==> src/rtl/conv_mac_pkg.sv <==
// Shared types and sizing for the convolution MAC stage.
// Windows and kernels are LEN signed samples; results are wide enough to never wrap.
package conv_mac_pkg;

    localparam int LEN   = 4;
    localparam int WIDTH = 8;
    localparam int RES_W = 2 * WIDTH + $clog2(LEN) + 1;
    localparam int IDX_W = (LEN > 1) ? $clog2(LEN) : 1;
    localparam int PROD_W = 2 * WIDTH;

    typedef logic signed [WIDTH-1:0] data_t;

    // data[0] is the oldest sample of the window.
    typedef struct packed {
        data_t [LEN-1:0] data;
    } data_vector;

    typedef logic signed [RES_W-1:0] result_t;

    typedef enum logic [1:0] {
        IDLE = 2'd0,
        CALC = 2'd1,
        DONE = 2'd2
    } state_e;

    localparam logic [IDX_W-1:0] LAST_IDX = IDX_W'(LEN - 1);

    function automatic result_t sext_prod(input logic signed [PROD_W-1:0] p);
        return {{(RES_W - PROD_W){p[PROD_W-1]}}, p};
    endfunction

endpackage

==> src/rtl/conv_mac_mul.sv <==
// Combinational signed WIDTH x WIDTH multiplier, kept separate so a DSP-mapped
// or pipelined implementation can replace it without touching the controller.
module conv_mac_mul
    import conv_mac_pkg::*;
(
    input  logic  [WIDTH-1:0]        a_i,
    input  logic  [WIDTH-1:0]        b_i,
    output logic  [PROD_W-1:0]       p_o
);

    logic signed [PROD_W-1:0] a_ext;
    logic signed [PROD_W-1:0] b_ext;

    assign a_ext = {{WIDTH{a_i[WIDTH-1]}}, a_i};
    assign b_ext = {{WIDTH{b_i[WIDTH-1]}}, b_i};
    assign p_o   = a_ext * b_ext;

endmodule

==> src/rtl/conv_mac.sv <==
// Sequential dot-product engine: captures one window and kernel, accumulates one
// product per cycle through a shared multiplier, and offers the sum on a valid/ready port.
module conv_mac
    import conv_mac_pkg::*;
(
    input  logic       clk,
    input  logic       rst,
    input  data_vector in_data,
    input  data_vector kernel,
    input  logic       in_valid,
    output logic       in_ready,
    output result_t    result,
    output logic       out_valid,
    input  logic       out_ready,
    output state_e     dbg_state_o
);

    // Handshakes: a transfer happens on a posedge where valid and ready are both
    // high; valid holds its payload until then, ready may be registered freely.

    state_e              state_q;
    data_vector          d_q;
    data_vector          k_q;
    result_t             acc_q;
    result_t             result_q;
    logic [IDX_W-1:0]    idx_q;
    logic                in_ready_q;
    logic                out_valid_q;

    logic [PROD_W-1:0]   prod;
    result_t             sum_d;

    conv_mac_mul u_mul (
        .a_i (d_q.data[idx_q]),
        .b_i (k_q.data[idx_q]),
        .p_o (prod)
    );

    assign sum_d = acc_q + sext_prod(prod);

    always_ff @(posedge clk or posedge rst) begin
        if (rst) begin
            state_q     <= IDLE;
            d_q         <= '0;
            k_q         <= '0;
            acc_q       <= '0;
            result_q    <= '0;
            idx_q       <= '0;
            in_ready_q  <= 1'b0;
            out_valid_q <= 1'b0;
        end else begin
            case (state_q)
                IDLE: begin
                    if (in_ready_q && in_valid) begin
                        d_q        <= in_data;
                        k_q        <= kernel;
                        acc_q      <= '0;
                        idx_q      <= '0;
                        in_ready_q <= 1'b0;
                        state_q    <= CALC;
                    end else begin
                        in_ready_q <= 1'b1;
                    end
                end
                CALC: begin
                    acc_q <= sum_d;
                    idx_q <= idx_q + IDX_W'(1);
                    if (idx_q == LAST_IDX) begin
                        result_q    <= sum_d;
                        out_valid_q <= 1'b1;
                        state_q     <= DONE;
                    end
                end
                DONE: begin
                    if (out_ready) begin
                        out_valid_q <= 1'b0;
                        in_ready_q  <= 1'b1;
                        state_q     <= IDLE;
                    end
                end
                default: begin
                    state_q     <= IDLE;
                    acc_q       <= '0;
                    result_q    <= '0;
                    idx_q       <= '0;
                    in_ready_q  <= 1'b0;
                    out_valid_q <= 1'b0;
                end
            endcase
        end
    end

    assign in_ready    = in_ready_q;
    assign out_valid   = out_valid_q;
    assign result      = result_q;
    assign dbg_state_o = state_q;

endmodule

==> config.mk <==
export PLATFORM = sky130hd
export DESIGN_NAME = conv_mac
export DESIGN_NICKNAME = d
export VERILOG_FILES = /design/src/rtl/conv_mac_pkg.sv /design/src/rtl/conv_mac_mul.sv /design/src/rtl/conv_mac.sv
export SDC_FILE = /design/constraint.sdc
export NUM_CORES = 1
export LEC_CHECK = 0
export CAP_MARGIN = 20
export CORE_ASPECT_RATIO = 0.75
export CORE_MARGIN = 3
export CORE_UTILIZATION = 45
export CTS_CLUSTER_DIAMETER = 40
export DETAILED_ROUTE_END_ITERATION = 8
export PLACE_DENSITY_LB_ADDON = 0.1
export SYNTH_ARGS = -nofsm -noshare
export SYNTH_HDL_FRONTEND = slang
export SYNTH_SLANG_ARGS = --single-unit
==> constraint.sdc <==
create_clock -name clk -period 10.69 [get_ports clk]
set_input_delay 1.069 -clock clk [delete_from_list [all_inputs] [get_ports clk]]
set_output_delay 1.069 -clock clk [all_outputs]
set_load 0.03 [all_outputs]
Fig. 1: run 1, track usage over the die
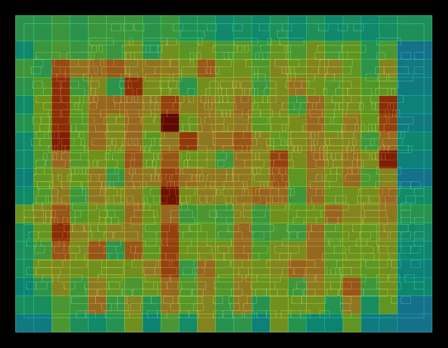
GR peak layer: met2
post-layout util: 54.4%
met1 Track Usage GR: 26.4%

Fig. 2: run 1, routed clock nets over the placement
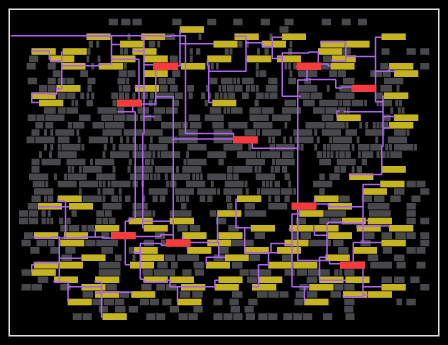
Key: clock wires = purple [length 1560 µm]; flip-flops = yellow [count 108]; cells driving clock nets = red [count 9]
There are 10 routed clock nets. Position of the flops: all over the die.

==> flow_metrics.py, run 1 <==
# Flow results
metrics = {
    "setup_path": {
        "crit_required_ns": 10.94,
        "r2r-start": "idx_q[0]",
        "startpoint": "idx_q[0]",
        "critical_path.max_fanout": 13,
        "cp.arrival_ns": 6.55,
        "crit_path_end_kind": "flop",
        "critPathKind": "reg2reg",
        "start_kind": "flop",
        "regToRegSetupSlack_ns": 4.39,
    },
    "final_layout": {
        "seqCellArea_um2": 2700,
        "largest_class": "combinational gates",
        "clk_share_pct": 2.97,
        "logic_gates": 425,
        "lay_top_cells": "108 x dfrtp_1, 98 x inv_1, 90 x clkdlybuf4s50_1",
        "mi_logic_area_um2": 4650,
        "inverters": 99,
        "bufAreaShareNonClock_pct": 10.3,
        "buffers": 96,
        "drive_above_1_share_pct": 15.3,
        "flops": 108,
        "fillers": 1464,
        "synthToLayoutAreaGrowth_pct": 18.1,
        "final_area_um2": 9220,
        "sh_seq_area_pct": 29.3,
        "clkbuf_count": 9,
        "nets": 936,
        "num_antenna_cells": 0,
        "reg.largest.list": "d_q (32), k_q (32)",
    },
    "run": {
        "max_cap_viol_count": 0,
        "tool_warnings": 28,
    },
    "global_route": {
        "grt_pass1_vias": 5670,
        "grt_start_max_net_pins": 66,
        "grt_util_met3_pct": 3.28,
        "grtUsageMet2_pct": 31.0,
        "antenna_found_initial": 0,
        "grt_pass1_wl_mm": 28.1,
        "grtUsageTotal_pct": 18.9,
        "overflow": 0,
    },
    "timing": {
        "hold_viol_final": 0,
        "finalCritPeriodShare_pct": 58.9,
        "skew_ns": 0.0115,
        "relSlewSlack_pct": 29.0,
        "fin_tns_setup_ns": 0,
        "max_freq_mhz": 159,
        "min_period_ns": 6.30,
        "final_max_slew_viol_count": 0,
        "timing.final.ws_setup_ns": 4.39,
        "rsz0062_at_grt": "false",
        "setup_viol": 0,
        "whs_ns": 0.481,
        "worstMarginPinSlew_ns": 1.06,
    },
    "synth": {
        "topCellsByArea": "dfrtp_1 35%, fa_1 22%, mux2_2 9.4%",
        "ys.flops": 108,
        "synthTopCellsByCount": "108 x dfrtp_1, 99 x inv_1, 84 x fa_1",
        "ys_sh_simple_pct": 7.02,
        "async_flop_share_pct": 100,
        "synth_area_um2": 7800,
        "synth_chip_area_um2": 7800,
        "ys_seq_share_pct": 34.6,
        "avgSynthCellArea_um2": 12.0,
        "top_area_cell": "dfrtp_1",
        "ys_sh_xor_pct": 2.13,
        "synth_adder_area_share_pct": 28.8,
        "mux_area_share_pct": 13.8,
        "top_area_share_pct": 34.6,
        "ys_types": 42,
        "topCombFamilyByArea": "adder cells",
        "synthesis.nets": 849,
        "aoi_share_pct": 7.65,
        "syn_inst": 652,
        "most_common_cell": "dfrtp_1",
        "edf_count": 0,
        "ff_type": "dfrtp_1",
        "ys_warn_count": 0,
        "ys_cells": 652,
    },
    "clocking": {
        "cts_tree": "built",
        "cts.path.max_buffers": 2,
        "cts_setup_buffers": 0,
        "insertion_delay_ns": 0.36,
        "clock-sinks": 108,
        "root_buffer": "clkbuf_16",
        "cts_resized": 0,
        "cts_buffers": 9,
        "path_clk_slew_ns": 0.08,
        "h-tree-depth": 3,
        "cts_hold_buffers": 0,
    },
    "place": {
        "place.gp.congestion": 0.796,
        "place_ws_ns": 4.38,
        "io_buffers": 90,
        "dp_cells": 943,
        "hpwl_mm": 12.7,
        "placed_area_um2": 8940,
    },
    "drt": {
        "routedWlPerCell_um": 17.1,
        "firstDrtPassIters": 4,
        "routed.top_layer": "met4",
        "drtIter0Drc": 230,
        "drc": 0,
        "vias": 5019,
        "vias_per_cell": 5.24,
        "routed_wl_mm": 16.3,
        "met1_length_mm": 7.68,
        "wl_met3_um": 512,
        "drtAntennaViolNets": 0,
        "dr_wl_met2_mm": 7.96,
    },
    "floorplan": {
        "die-area_um2": 19000,
        "num_tap_cells": 215,
        "io_pins": 91,
        "num_rows": 41,
        "die_width_um": 158,
        "die_h_um": 120,
    },
    "worst_hold_path": {
        "worstHoldStart": "acc_q[6]",
        "hp-class": "reg2reg",
    },
    "run_status": {
        "status": "completed",
    },
}
Fig. 3: run 1, local utilization
The die is cut into 16 by 12 equal tiles; dark blue is low, red is high, 0 to 100% covered.
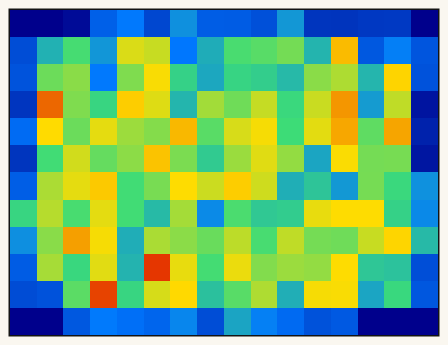
The mean over all tiles is 47%. The fullest tile reaches 94%. The densest ninth of the die: middle. 8.9% of the tiles are over 75% full. 4.2% of the tiles are nearly empty.
core area: 16900 µm²
FP Util: 46.1%

Fig. 4: run 1, gate families picked out
Bar = 50 µm.
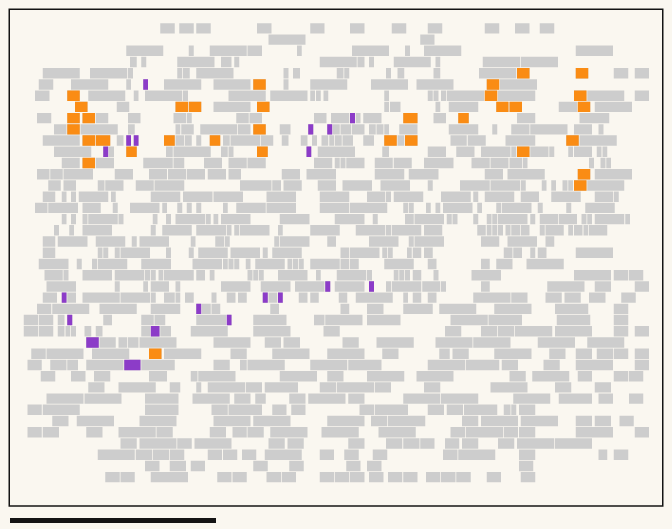
Key: AND-OR and OR-AND gates = orange [cells 34, where a band across the top]; NOR gates = purple [cells 19]
multi-input gate share of total cell area: 50.5%
Commonest Layout Cell: dfrtp_1
final cell count without fillers: 958

run 1: worst paths after layout:
| check | end | cells past startpoint |
|---|---|---|
| max in group asynchronous | result[11] | 3 |
| max reg2reg | acc_q[16] | 17 |
| max | acc_q[16] | 17 |
| min in group asynchronous | d_q[26] | 2 |
| min | acc_q[6] | 2 |
| min reg2reg | acc_q[6] | 2 |
run 1: critical path, cell delays in order, from the launching register on:
cell	delay [ns]
dfrtp_1	0.57
buf_4	0.33
mux4_2	0.39
and2_1	0.68
inv_1	0.13
fa_1	0.51
inv_1	0.05
fa_1	0.52
fa_1	0.45
fa_1	0.52
fa_1	0.49
ha_1	0.36
o21ai_0	0.33
o211ai_1	0.13
nand2_1	0.20
o21ai_1	0.13
xor2_1	0.18
a22o_1	0.22
==> run 1 -> run 2 <==
clock period = 6 ns   (was 10.69 ns; I/O delays follow)
Fig. 5: run 2, gate families picked out
Bar = 50 µm.
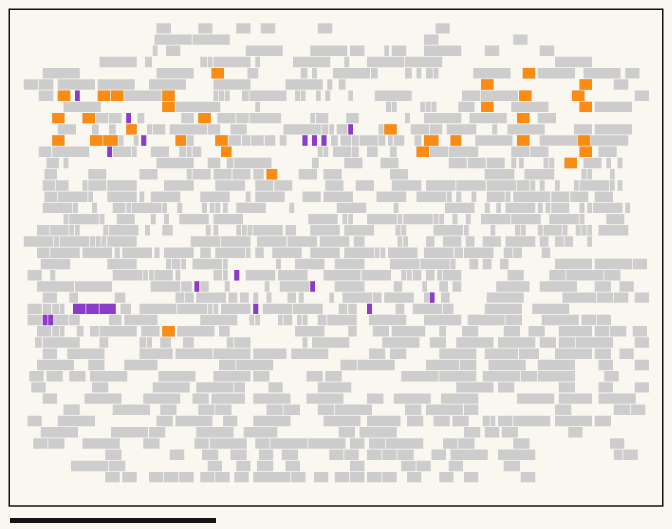
Key: AND-OR and OR-AND gates = orange [cells 34, where a band across the top]; NOR gates = purple [cells 19]
multi-input gate share of total cell area: 49.9%
final cell count without fillers: 966

==> run 2 against run 1 <==
  * Non-clock buffer count rose by 7
  * Routed wire length fell by 1.4%
  * First-iteration DRC count fell by 7.8%
  * Critical path type unchanged
  * Highest routed layer unchanged
  * Core utilization rose by 0.61 points
  * Cell count rose by 0.84%
  * Sequential share of layout area fell by 0.33 points
  * Flip-flop count did not move
  * Global-route usage rose by 0.31 points
  * Final area rose by 1.1%
  * Register-to-register slack got worse by 4.1 ns
==> flow_metrics.py, run 2 <==
# Flow results
metrics = {
    "run_status": {
        "status": "completed",
    },
    "drt": {
        "firstDrtPassIters": 4,
        "drc": 0,
        "routed_wl_mm": 16.1,
        "drtAntennaViolNets": 0,
    },
    "clocking": {
        "cts.path.max_buffers": 2,
        "cts_hold_buffers": 0,
        "h-tree-depth": 3,
        "clock-sinks": 108,
        "cts_setup_buffers": 0,
    },
    "floorplan": {
        "io_pins": 91,
        "coreArea_um2": 16900,
        "die-area_um2": 19000,
    },
    "run": {
        "tool_warnings": 28,
        "max_cap_viol_count": 0,
    },
    "final_layout": {
        "num_antenna_cells": 0,
        "seqCellArea_um2": 2700,
        "bufAreaShareNonClock_pct": 10.8,
        "drive_above_1_share_pct": 16.4,
        "inverters": 99,
        "fillers": 1426,
        "post-route-util_pct": 55.0,
        "nets": 943,
        "sh_seq_area_pct": 29.0,
        "buffers": 103,
        "reg.largest.list": "d_q (32), k_q (32)",
    },
    "timing": {
        "setup_viol": 0,
        "relSlewSlack_pct": 31.7,
        "min_period_ns": 5.67,
        "final_max_slew_viol_count": 0,
        "skew_ns": 0.00838,
        "max_freq_mhz": 176,
        "worstMarginPinSlew_ns": 1.02,
        "whs_ns": 0.485,
        "finalCritPeriodShare_pct": 94.5,
        "fin_tns_setup_ns": 0,
    },
    "global_route": {
        "grtUsageTotal_pct": 19.2,
        "antenna_found_initial": 0,
        "grt_start_max_net_pins": 66,
    },
    "setup_path": {
        "crit_chain": "buf_12, mux4_2, nand2_1, inv_1, fa_1, inv_1, fa_1, inv_1, fa_1, fa_1, ha_1, ha_1, nand2_1, o21a_1, a32o_1, a31o_1, xnor2_1, a22o_1",
        "crit_slowest_cell": "mux4_2",
        "cpMostUsedCell": "fa_1",
        "slowest_delay_ns": 0.63,
        "critPathKind": "reg2reg",
        "cp.arrival_ns": 5.92,
        "cp_num_buf_inv": 4,
    },
    "place": {
        "placed_area_um2": 9010,
        "dp_cells": 950,
    },
    "synth": {
        "top_area_cell": "dfrtp_1",
        "ff_type": "dfrtp_1",
        "ys_sh_xor_pct": 2.13,
        "synthTopCellsByCount": "108 x dfrtp_1, 99 x inv_1, 84 x fa_1",
        "ys_types": 42,
        "most_common_cell": "dfrtp_1",
        "synthesis.nets": 849,
        "ys_warn_count": 0,
        "ys_cells": 652,
        "synth_adder_area_share_pct": 28.8,
        "top_area_share_pct": 34.6,
        "ys_sh_simple_pct": 7.02,
        "topCellsByArea": "dfrtp_1 35%, fa_1 22%, mux2_2 9.4%",
        "ys_seq_share_pct": 34.6,
        "aoi_share_pct": 7.65,
        "avgSynthCellArea_um2": 12.0,
        "async_flop_share_pct": 100,
        "ys.flops": 108,
    },
}
[run 2: cell counts after synthesis]
Identical to the previous run, type by type.
[run 2: metal layers]
metal  up-vias  track usage, %  wire (µm)
met1      2535            27.1       7570
met5         -               0          0
met4         0            4.19        158
met3        10            3.10        580
li1       2334               -          -
met2        76            31.8       7810
[run 2: final timing paths]
kind,start,to,slack (ns),cells past startpoint
max in group asynchronous,rst,k_q[16],4.10,3
hold reg to reg,result[11],result[11],0.49,2
min in group asynchronous,rst,d_q[2],0.69,2
hold / removal,result[11],result[11],0.49,2
setup reg to reg,idx_q[0],result[18],0.33,18
setup / recovery,idx_q[0],result[18],0.33,18
[run 2: tightest hold or removal path: stages, from the launching register on]
cell	delay [ns]
dfrtp_1	0.35
nand2_1	0.05
o31ai_1	0.06
